File: src/rtl/loader_pkg.sv
// rtl/loader_pkg.sv - shared types and constants for the operand loader
package loader_pkg;

  localparam int OP_COUNT = 8;

  // Slot order on the operand bus: a1, b1, c1, d1, a2, b2, c2, d2
  localparam logic [2:0] SLOT_A1 = 3'd0;
  localparam logic [2:0] SLOT_B1 = 3'd1;
  localparam logic [2:0] SLOT_C1 = 3'd2;
  localparam logic [2:0] SLOT_D1 = 3'd3;
  localparam logic [2:0] SLOT_A2 = 3'd4;
  localparam logic [2:0] SLOT_B2 = 3'd5;
  localparam logic [2:0] SLOT_C2 = 3'd6;
  localparam logic [2:0] SLOT_D2 = 3'd7;

  typedef enum logic [1:0] {
    LOAD   = 2'd0,
    SETTLE = 2'd1,
    RESULT = 2'd2
  } loader_state_e;

endpackage

File: src/rtl/operand_loader.sv
// rtl/operand_loader.sv - serial operand loader feeding the 8-operand summing stage
module operand_loader
  import loader_pkg::*;
#(
  parameter int DATA_W = 32,
  parameter int CNT_W  = 16
) (
  input  logic              clk,
  input  logic              rst,
  input  logic              in_valid,
  output logic              in_ready,
  input  logic [DATA_W-1:0] in_data,
  output logic [DATA_W-1:0] a1,
  output logic [DATA_W-1:0] b1,
  output logic [DATA_W-1:0] c1,
  output logic [DATA_W-1:0] d1,
  output logic [DATA_W-1:0] a2,
  output logic [DATA_W-1:0] b2,
  output logic [DATA_W-1:0] c2,
  output logic [DATA_W-1:0] d2,
  output logic              ops_valid,
  input  logic [DATA_W-1:0] sum_in,
  output logic              res_valid,
  input  logic              res_ready,
  output logic [DATA_W-1:0] res_data,
  output logic [CNT_W-1:0]  frame_cnt
);

  loader_state_e     r_state;
  logic [2:0]        r_idx;
  logic [DATA_W-1:0] r_ops [OP_COUNT];
  logic [DATA_W-1:0] r_res_data;
  logic [CNT_W-1:0]  r_frame_cnt;

  logic              w_in_ready;
  logic              w_accept;
  logic              w_res_take;
  logic [OP_COUNT-1:0] w_wr_en;

  // Handshake outputs depend on state only; rst masks in_ready during reset.
  assign w_in_ready = (r_state == LOAD) && !rst;
  assign w_accept   = in_valid && w_in_ready;
  assign w_res_take = (r_state == RESULT) && res_ready;

  assign in_ready  = w_in_ready;
  assign ops_valid = (r_state == SETTLE) || (r_state == RESULT);
  assign res_valid = (r_state == RESULT);
  assign res_data  = r_res_data;
  assign frame_cnt = r_frame_cnt;

  for (genvar g = 0; g < OP_COUNT; g++) begin : g_slot
    assign w_wr_en[g] = w_accept && (r_idx == 3'(g));

    always_ff @(posedge clk) begin
      if (rst) begin
        r_ops[g] <= '0;
      end else if (w_wr_en[g]) begin
        r_ops[g] <= in_data;
      end
    end
  end

  assign a1 = r_ops[SLOT_A1];
  assign b1 = r_ops[SLOT_B1];
  assign c1 = r_ops[SLOT_C1];
  assign d1 = r_ops[SLOT_D1];
  assign a2 = r_ops[SLOT_A2];
  assign b2 = r_ops[SLOT_B2];
  assign c2 = r_ops[SLOT_C2];
  assign d2 = r_ops[SLOT_D2];

  always_ff @(posedge clk) begin
    if (rst) begin
      r_state     <= LOAD;
      r_idx       <= '0;
      r_res_data  <= '0;
      r_frame_cnt <= '0;
    end else begin
      case (r_state)
        LOAD: begin
          if (w_accept) begin
            r_idx <= r_idx + 3'd1;
            if (r_idx == SLOT_D2) begin
              r_state <= SETTLE;
            end
          end
        end
        SETTLE: begin
          r_res_data <= sum_in;
          r_state    <= RESULT;
        end
        RESULT: begin
          if (w_res_take) begin
            r_frame_cnt <= r_frame_cnt + CNT_W'(1);
            r_state     <= LOAD;
          end
        end
        default: begin
          r_state <= LOAD;
          r_idx   <= '0;
        end
      endcase
    end
  end

endmodule
File: config.mk
export PLATFORM = sky130hd
export DESIGN_NAME = operand_loader
export DESIGN_NICKNAME = d
export VERILOG_FILES = /design/src/rtl/loader_pkg.sv /design/src/rtl/operand_loader.sv
export SDC_FILE = /design/constraint.sdc
export NUM_CORES = 1
export LEC_CHECK = 0
export ABC_AREA = 0
export CORE_MARGIN = 3
export CORE_UTILIZATION = 47
export DETAILED_ROUTE_END_ITERATION = 8
export PLACE_DENSITY = 0.84
export RECOVER_POWER = 25
export SLEW_MARGIN = 10
export SYNTH_ARGS = -nofsm -noshare
export SYNTH_HDL_FRONTEND = slang
export SYNTH_SLANG_ARGS = --single-unit
File: constraint.sdc
create_clock -name clk -period 3 [get_ports clk]
set_input_delay 0.6 -clock clk [delete_from_list [all_inputs] [get_ports clk]]
set_output_delay 0.6 -clock clk [all_outputs]
set_load 0.05 [all_outputs]
ff_map.png
Bar = 50 um. Other sequential cells in the stronger gray, the rest of the logic in the fainter gray.
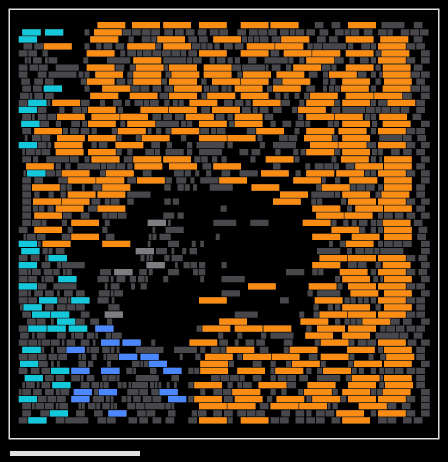
legend:
  r_ops:
    color: orange
    flops: 256
    where: spread over the die
  res_data:
    color: cyan
    flops: 32
    where: a vertical strip on the left
  frame_cnt:
    color: blue
    flops: 16
    where: bottom left
not colored: 5

congestion_map.png
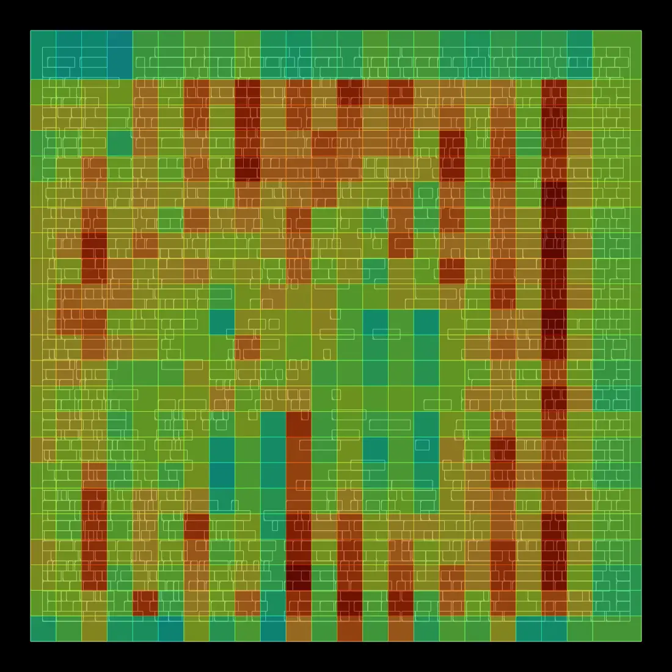
met3 Usage GRT: 8.20%
overall global routing resource usage: 24.1%
GR peak layer: met2
WL/cell: 22.2 um
GRT met1 Usage: 29.8%

==> results.json <==
{
  "status": "complete, but fails checks",
  "violations": "capacitance limit, slew limit",
  "largest_reg_flops": 256,
  "startpoint": "r_state[0]",
  "swShare_pct": 25.8,
  "criticalPathCategory": "reg -> out",
  "vias": 8091,
  "cp.required_ns": 2.40,
  "cts.clk_slew.worst_paths_ns": 0.06,
  "dp_slack_ns": 0.492,
  "hold_depth": 2,
  "path_depth": 3,
  "relSlewSlack_pct": -24.9,
  "topCombFamilyByArea": "simple AND/OR/NAND/NOR gates",
  "final_util_pct": 68.9,
  "nMultiInputCombCells": 424,
  "synthArstFlopShare_pct": 0,
  "min_to": "res_data[23]",
  "hold_path.class": "reg -> reg",
  "flop_cell": "edfxtp_1",
  "met2_usage_pct": 39.4,
  "ant_nets": 0,
  "core_mm2": 0.0246,
  "routed.top_layer": "met4",
  "io_buffers": 374,
  "tool_warnings": 34,
  "clk_latency_ns": 0.56,
  "syn_area_per_cell_um2": 14.9,
  "power.density_mw_per_mm2": 583,
  "post-cts-setup-buffers": 0,
  "synth_nets": 875,
  "max_cap_violations": 1,
  "yosys-top-cells-count": "256 x edfxtp_1, 161 x and3_1, 96 x and2_1, 53 x dfxtp_1, 52 x nor2_1",
  "clockPowerShare_pct": 38.0,
  "fp_util_pct": 48.3,
  "min_from": "res_data[23]",
  "layout_top_cell": "clkdlybuf4s50_1",
  "layout_top_cells": "372 x clkdlybuf4s50_1, 256 x edfxtp_1, 161 x and3_1",
  "hold_ws_ns": 0.493,
  "irDropWorstVdd_mv": 0.478,
  "fa_ha_area_share_pct": 1.26,
  "inv_count": 9,
  "crit_arrival_ns": 2.26,
  "edf_count": 256,
  "area_growth_pct": 42.7,
  "io_pins": 375,
  "yosys_cells": 795,
  "htree_levels": 1,
  "reg2reg_from": "r_state[0]",
  "grt_pass1_vias": 8069,
  "seq_share_pct": 51.6,
  "crit_chain": "inv_1 > ha_1 > clkdlybuf4s50_1",
  "syn_area_mm2": 0.0119,
  "cts-root-buf": "clkbuf_16",
  "ys_seq_share_pct": 73.6,
  "static-leakage-power_nw": 6.75,
  "simple_gate_share_pct": 18.0,
  "p_int_w": 0.00734,
  "end_kind": "output pin",
  "hold_buffers": 0,
  "min_period_over_period_pct": 95.4,
  "antenna_cells": 0,
  "bufAreaShareNonClock_pct": 23.4,
  "finalMaxSlewViolations": 33,
  "top_area_cell": "edfxtp_1",
  "period_needed_ns": 2.86,
  "grt_max_degree": 65,
  "cp_max_fo": 4,
  "synthMuxAreaShare_pct": 2.99,
  "firstDrtPassIters": 5,
  "yosys_warnings": 0,
  "yosys_area_mm2": 0.0119
}
Power is estimated from default activity; no workload was simulated.
